Power grid:
The bar under the picture is 50 um long. Pins as bars on the die edge. Tap cells in gray.
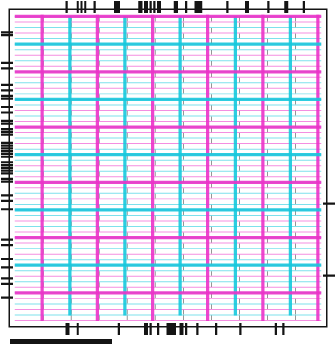
Cell classes on the final placement:
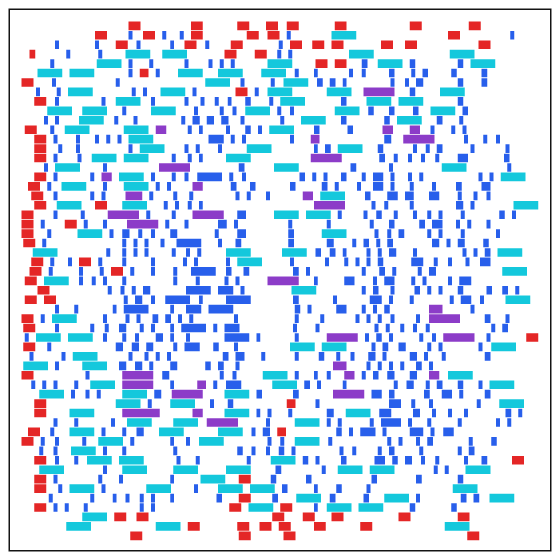
Clock wires, drivers and flops:
The bar under the picture is 50 um long.
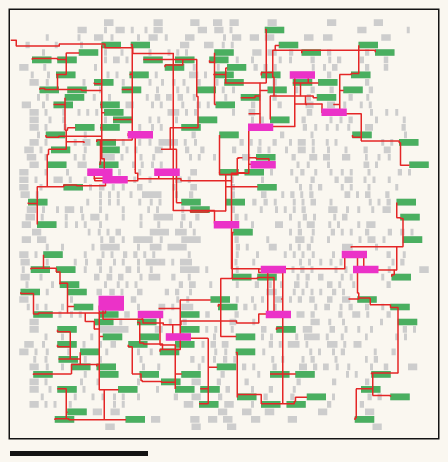
`config.mk`:
```
export PLATFORM = sky130hd
export DESIGN_NAME = mlp_conv2d_status_collect
export DESIGN_NICKNAME = d
export VERILOG_FILES = /design/src/rtl/mlp_conv2d_status_collect.sv
export SDC_FILE = /design/constraint.sdc
export NUM_CORES = 1
export LEC_CHECK = 0
export ABC_AREA = 1
export ABC_CLOCK_PERIOD_IN_PS = 7300
export CAP_MARGIN = 10
export CELL_PAD_IN_SITES_DETAIL_PLACEMENT = 2
export CELL_PAD_IN_SITES_GLOBAL_PLACEMENT = 2
export CORE_MARGIN = 2
export CORE_UTILIZATION = 25
export DETAILED_ROUTE_END_ITERATION = 10
export PLACE_DENSITY_LB_ADDON = 0.1
export REMOVE_ABC_BUFFERS = 1
export SLEW_MARGIN = 15
export SYNTH_ARGS = -nofsm -noshare
export SYNTH_HDL_FRONTEND = slang
export SYNTH_SLANG_ARGS = --single-unit
export TNS_END_PERCENT = 20
```
`constraint.sdc`:
```
create_clock -name i_clk -period 7.3 [get_ports i_clk]
set_input_delay 1.46 -clock i_clk [delete_from_list [all_inputs] [get_ports i_clk]]
set_output_delay 1.46 -clock i_clk [all_outputs]
set_load 0.03 [all_outputs]
```
`src/rtl/mlp_conv2d_status_collect.sv`:
```
// Status collector for a NUM_ROWS x NUM_COLS conv array: PIPE_STAGES+1 cycles input to output.
// No backpressure; aggregate done/count, sticky first error, duration and watchdog are all registered.
module mlp_conv2d_status_collect #(
  parameter int NUM_ROWS       = 4,
  parameter int NUM_COLS       = 4,
  parameter int PIPE_STAGES    = 2,
  parameter int CNT_W          = 24,
  parameter int TIMEOUT_CYCLES = 1000000,
  localparam int N             = NUM_ROWS * NUM_COLS,
  localparam int DC_W          = $clog2(N + 1),
  localparam int IDX_W         = (N > 1) ? $clog2(N) : 1
) (
  input  logic             i_clk,
  input  logic             i_reset,
  input  logic [N-1:0]     i_conv_done,
  input  logic [N-1:0]     i_error,
  input  logic [N-1:0]     i_enable_mask,
  input  logic             i_mode_any,
  input  logic             i_clear,
  output logic             o_conv_done,
  output logic             o_conv_done_oe,
  output logic             o_done_pulse,
  output logic [DC_W-1:0]  o_done_count,
  output logic             o_error,
  output logic             o_error_oe,
  output logic [IDX_W-1:0] o_error_idx,
  output logic             o_timeout,
  output logic [CNT_W-1:0] o_last_cycles
);

  localparam logic [1:0] S_RUN  = 2'd0;
  localparam logic [1:0] S_DONE = 2'd1;
  localparam logic [1:0] S_TOUT = 2'd2;

  localparam logic [CNT_W:0] TO_VAL = (CNT_W + 1)'(TIMEOUT_CYCLES);

  logic [N-1:0]     r_done_pipe [PIPE_STAGES];
  logic [N-1:0]     r_err_pipe  [PIPE_STAGES];
  logic [N-1:0]     w_done_m;
  logic [N-1:0]     w_err_m;
  logic             w_agg;
  logic [DC_W-1:0]  w_pop;
  logic [IDX_W-1:0] w_err_idx;
  logic [CNT_W:0]   w_cnt_inc;
  logic [CNT_W-1:0] w_cnt_sat;
  logic             w_to_hit;

  logic [1:0]       r_state;
  logic [CNT_W-1:0] r_cnt;
  logic             r_conv_done;
  logic             r_done_pulse;
  logic [DC_W-1:0]  r_done_count;
  logic             r_error;
  logic [IDX_W-1:0] r_error_idx;
  logic             r_timeout;
  logic [CNT_W-1:0] r_last;

  // Die-crossing flops; these reset too so stale status never leaks past a reset.
  always_ff @(posedge i_clk) begin
    if (i_reset) begin
      for (int s = 0; s < PIPE_STAGES; s++) begin
        r_done_pipe[s] <= '0;
        r_err_pipe[s]  <= '0;
      end
    end else begin
      r_done_pipe[0] <= i_conv_done;
      r_err_pipe[0]  <= i_error;
      for (int s = 1; s < PIPE_STAGES; s++) begin
        r_done_pipe[s] <= r_done_pipe[s-1];
        r_err_pipe[s]  <= r_err_pipe[s-1];
      end
    end
  end

  assign w_done_m = r_done_pipe[PIPE_STAGES-1] & i_enable_mask;
  assign w_err_m  = r_err_pipe[PIPE_STAGES-1] & i_enable_mask;

  // Masked-off bits read as done for the AND; an empty mask never reports done.
  assign w_agg = (i_enable_mask != '0) &&
                 (i_mode_any ? (w_done_m != '0) : ((w_done_m | ~i_enable_mask) == '1));

  always_comb begin
    w_pop     = '0;
    w_err_idx = '0;
    for (int i = 0; i < N; i++) begin
      w_pop = w_pop + DC_W'(w_done_m[i]);
    end
    for (int i = N - 1; i >= 0; i--) begin
      if (w_err_m[i]) w_err_idx = IDX_W'(i);
    end
  end

  assign w_cnt_inc = {1'b0, r_cnt} + 1'b1;
  assign w_cnt_sat = (&r_cnt) ? r_cnt : w_cnt_inc[CNT_W-1:0];
  assign w_to_hit  = (TIMEOUT_CYCLES != 0) && (w_cnt_inc == TO_VAL);

  always_ff @(posedge i_clk) begin
    if (i_reset) begin
      r_conv_done  <= 1'b0;
      r_done_pulse <= 1'b0;
      r_done_count <= '0;
    end else begin
      r_conv_done  <= w_agg;
      r_done_pulse <= w_agg & ~r_conv_done;
      r_done_count <= w_pop;
    end
  end

  always_ff @(posedge i_clk) begin
    if (i_reset || i_clear) begin
      r_error     <= 1'b0;
      r_error_idx <= '0;
    end else if (!r_error && (w_err_m != '0)) begin
      r_error     <= 1'b1;
      r_error_idx <= w_err_idx;
    end
  end

  always_ff @(posedge i_clk) begin
    if (i_reset) begin
      r_state   <= S_RUN;
      r_cnt     <= '0;
      r_timeout <= 1'b0;
      r_last    <= '0;
    end else if (i_clear) begin
      r_state   <= S_RUN;
      r_cnt     <= '0;
      r_timeout <= 1'b0;
    end else begin
      case (r_state)
        S_RUN: begin
          if (w_agg) begin
            r_last  <= w_cnt_sat;
            r_cnt   <= '0;
            r_state <= S_DONE;
          end else begin
            r_cnt <= w_cnt_sat;
            if (w_to_hit) begin
              r_state   <= S_TOUT;
              r_timeout <= 1'b1;
            end
          end
        end
        S_DONE: begin
          r_cnt <= '0;
          if (!w_agg) r_state <= S_RUN;
        end
        S_TOUT: begin
          r_state <= S_TOUT;
        end
        default: r_state <= S_RUN;
      endcase
    end
  end

  assign o_conv_done    = r_conv_done;
  assign o_conv_done_oe = 1'b1;
  assign o_done_pulse   = r_done_pulse;
  assign o_done_count   = r_done_count;
  assign o_error        = r_error;
  assign o_error_oe     = 1'b1;
  assign o_error_idx    = r_error_idx;
  assign o_timeout      = r_timeout;
  assign o_last_cycles  = r_last;

endmodule

```
==> tab_implementation.tex <==
% Table of physical implementation metrics
\begin{tabular}{lr}
\hline
Metric & Value \\
\hline
\multicolumn{2}{l}{\textbf{Die}} \\
\quad Core Density at Floorplan & 25.4\% \\
\quad I/O pin total & 91 \\
\quad Die Footprint & 24200 um\^{}2 \\
\multicolumn{2}{l}{\textbf{Placed design}} \\
\quad Dpl ws & 1.81 ns \\
\quad GP Congestion & 0.817 \\
\quad HPWL Detailed & 14.7 mm \\
\quad Placed inst area & 6880 um\^{}2 \\
\quad Count of input and output buffers & 88 \\
\multicolumn{2}{l}{\textbf{Logic synthesis}} \\
\quad Area leader, netlist & sky130\_fd\_sc\_hd\_\_dfxtp\_1 \\
\quad Main flop type after synthesis & sky130\_fd\_sc\_hd\_\_dfxtp\_1 \\
\quad Flip-flops with a built-in enable & 0 \\
\quad \#FFs+latches synth & 127 \\
\quad Synth Seq Share & 44.3\% \\
\quad \# Cells Yosys & 810 \\
\quad Cell count after synthesis & 810 \\
\quad Warnings, synthesis & 0 \\
\quad Main area contributors & sky130\_fd\_sc\_hd\_\_dfxtp\_1 44\%, sky130\_fd\_sc\_hd\_\_nand2\_1 10\%, sky130\_fd\_sc\_hd\_\_inv\_1 10\% \\
\quad Cell Area, Synth & 5740 um\^{}2 \\
\quad Average instance area after synthesis & 7.09 um\^{}2 \\
\quad Count of unique library cells instantiated by Yosys & 37 \\
\quad Area of the synthesized netlist per yosys stat & 5740 um\^{}2 \\
\quad Area share of the largest cell type after synthesis & 44.3\% \\
\quad Proportion of synthesized flip-flops having asynchronous set or reset & 0\% \\
\multicolumn{2}{l}{\textbf{Clock network}} \\
\quad Skew-Pair Late Insertion Delay & 0.43 ns \\
\quad Number of buffers added for setup after CTS & 0 \\
\quad CTS tree & built \\
\quad Total number of H-tree levels & 4 \\
\quad Clk sink count & 127 \\
\quad Number of buffers added to fix hold violations after cts & 0 \\
\quad CTS Root Buffer Type & sky130\_fd\_sc\_hd\_\_clkbuf\_16 \\
\quad Bufs on Longest Clock Path & 2 \\
\quad Post-cts gate resize count & 0 \\
\quad Cts bufs inserted & 17 \\
\quad Clock input transition at the sequential cells of the worst setup and hold paths & 0.06 ns \\
\multicolumn{2}{l}{\textbf{Timing}} \\
\quad Final Cycle Share & 68.6\% \\
\quad Transition at the pin with the smallest max-transition slack & 1.04 ns \\
\quad Count of final hold-check violations & 0 \\
\quad Fin Clk Skew & 0.0135 ns \\
\quad Final Max-Slew Violation Tally & 0 \\
\quad Maximum clock frequency & 0.200 GHz \\
\quad Unrepaired setup endpoints after global routing & false \\
\quad Worst relative slew slack & 30.4\% \\
\quad Crit path setup slack, layout & 2.29 ns \\
\quad Post-route minimum period & 5.01 ns \\
\quad Final Setup Violations & 0 \\
\quad Setup\_tns & 0 ns \\
\multicolumn{2}{l}{\textbf{Global routing}} \\
\quad Initial antenna violation count & 0 \\
\quad Vias in the first global route & 5983 \\
\quad Global-route wire length before repair & 30.7 mm \\
\quad Global-route usage over all layers & 16.4\% \\
\quad Total overflow reported by the global router & 0 \\
\quad Pin count of the biggest net entering global routing & 48 \\
\multicolumn{2}{l}{\textbf{Job}} \\
\quad Max Cap Viol & 0 \\
\quad OpenROAD warnings & 26 \\
\multicolumn{2}{l}{\textbf{Power and ir drop}} \\
\quad Total power density per cell area & 238 nW/um\^{}2 \\
\quad Total design power & 1.78 mW \\
\quad Leakage power & 3.40 nW \\
\multicolumn{2}{l}{\textbf{Routing}} \\
\quad Total via count in the routed design & 5308 \\
\quad Vias per std cell & 4.45 \\
\quad Total iterations of the first detailed-routing run & 4 \\
\quad DRC marker count from the first detailed-route iteration & 130 \\
\quad Total wire length & 18.9 mm \\
\quad Detailed-route wire length per cell & 15.8 um \\
\quad \# DRC & 0 \\
\quad Number of nets still failing antenna checks after routing & 0 \\
\multicolumn{2}{l}{\textbf{Hold path}} \\
\quad Type of the most critical hold path & reg2reg \\
\quad HP Start & r\_done\_pipe[0][8] \\
\multicolumn{2}{l}{\textbf{Worst setup path}} \\
\quad Data required time at the worst endpoint & 7.59 ns \\
\quad Slowest stage cell on the critical path & sky130\_fd\_sc\_hd\_\_fa\_1 \\
\quad Crit path buffers/inverters & 5 \\
\quad Type of element capturing the critical path & flop \\
\quad Most used cell along the critical path & sky130\_fd\_sc\_hd\_\_fa\_1 \\
\quad Reg2Reg Setup Slack & 3.50 ns \\
\quad Crit-path leading delay family & adder cells \\
\quad Reg2Reg Launch Point & r\_done\_pipe[0][16] \\
\quad Chain of cells forming the critical path & clkdlybuf4s50\_1 -> nand2\_1 -> inv\_1 -> fa\_1 -> inv\_1 -> fa\_1 -> fa\_1 -> inv\_1 -> fa\_1 -> ha\_1 -> fa\_1 -> nand2\_1 -> inv\_1 -> o21ai\_0 -> nor2\_1 \\
\quad Critical Path Source & i\_enable\_mask[0] \\
\quad Worst Setup Path Type & in2reg \\
\quad Largest incremental delay on the critical path & 0.55 ns \\
\quad Type of element launching the critical path & input pin \\
\quad Max FO, Critical Path & 4 \\
\quad Data arrival at the endpoint of the critical path & 5.30 ns \\
\multicolumn{2}{l}{\textbf{Finish}} \\
\quad Most common logic cell in the routed design & sky130\_fd\_sc\_hd\_\_nand2\_1 \\
\quad Commonest non-fill, non-tap cells in the layout & 159 x sky130\_fd\_sc\_hd\_\_nand2\_1, 152 x sky130\_fd\_sc\_hd\_\_inv\_1, 138 x sky130\_fd\_sc\_hd\_\_nor2\_1 \\
\quad Layout overhead on the synthesized area & 30.0\% \\
\quad Layout net count & 964 \\
\quad Share of post-route cells with drive strength above 1 & 6.17\% \\
\quad Diode count & 0 \\
\multicolumn{2}{l}{\textbf{Outcome}} \\
\quad Status & finished, final reports clean \\
\hline
\end{tabular}
Notes on 'power grid' above:
Key: VSS = magenta; VDD = cyan
11 straps on met5. 11 straps on met4. 56 met1 rails follow the rows. 285 tap cells. 91 signal pins sit on the boundary.
die extent in x: 156 um
chip height: 156 um
floorplan core area: 22600 um^2
peak supply drop: 0.137 mV

Notes on 'cell classes on the final placement' above:
Key: clock drivers and dummy loads = purple [cells 32, share of their area 8.2%]; remaining logic cells = blue [cells 658, share of their area 43%]; remaining buffers and delay cells = red [cells 91, share of their area 13%]; registers = cyan [cells 127, share of their area 36%]
number of placement rows: 55
share of cell area taken by flip-flops and latches: 34.1%
cell area after layout: 7460 um^2
final design utilization: 33.1%

Notes on 'clock wires, drivers and flops' above:
Key: flip-flops = green [count 127]; clock wires = red [length 2060 um]; clock-net drivers = magenta [count 17]
There are 18 routed clock nets. Position of the flops: all over the die.

[layer usage]
metal,GRT usage [%],share of wire [%]
met1,17.4,40
met2,32.0,55
met3,3.54,2.6
met4,5.16,1.9
met5,0,0
[path summary, 6_finish.rpt]
| path | cells after the start | endpoint |
|---|---|---|
| worst max-delay path | 15 | o_done_count[4] |
| worst min register to register | 2 | r_done_pipe[0][24] |
| worst min-delay path | 2 | r_done_pipe[0][24] |
| worst max register to register | 14 | o_done_count[4] |
[where the power goes]
group | switching (mW) | leakage [nW] | internal, mW | total [mW]
Clock | 0.361 | 0.283 | 0.490 | 0.851
Combinational | 0.112 | 2.07 | 0.0766 | 0.188
Sequential | 0.0148 | 1.04 | 0.723 | 0.738
Total | 0.487 | 3.40 | 1.29 | 1.78
[final cells by class]
cell class | instances | area [um^2]
Timing Repair Buffer | 91 | 898
Clock inverter | 14 | 146
Inverter | 160 | 601
Fill cell | 2650 | 15100
Clock buffer | 18 | 439
Sequential cell | 127 | 2540
Multi-Input combinational cell | 498 | 2480
Tap cell | 285 | 357
[per-stage QoR]
step / utilization (%) / std cells / hold slack [ns]
after floorplan: - / 785 / 0.388
after global routing: 33.1 / 1193 / 0.419
after CTS: 33.1 / 1193 / 0.408
after global placement: 30.5 / 1161 / 0.394
final: 33.1 / 1193 / 0.404
after detailed placement: 30.5 / 1161 / 0.399
[cell usage after synthesis, drive strengths merged (7+ instances only)]
cell and number:
ha 7, nand3 13, nand2 162, a21oi 49
nand4 13, fa 10, buf 10, clkbuf 16
nor2 142, xor2 13, dfxtp 127, nor3 23
o22ai 10, o21ai 39, inv 159
[state kept, by name, indices dropped and copies added (netlist names)]
signal         count
r_done_pipe       32
o_timeout          1
o_last_cycles     24
o_done_count       5
o_error            1
r_err_pipe        32
o_done_pulse       1
o_error_idx        4
r_state            2
o_conv_done        1
r_cnt             24
[cell families after synthesis]
logic type	Yosys count	synth area share, %
other	1	0.0653
DFF	127	44.3
AOI/OAI and AO/OA	102	9.27
xor gates and xnor gates	15	2.29
buffers and inverters	186	12.6
adders and majority gates	17	5.01
and+or+nand+nor	362	26.5
[worst min-delay path: cells and delay by family, from the launching register on]
family | cells | cell delay, ns
DFF | 1 | 0.29
buffers and inverters | 1 | 0.04
and+or+nand+nor | 1 | 0.03
No activity file was given, so power comes from the tool's default toggle rates.
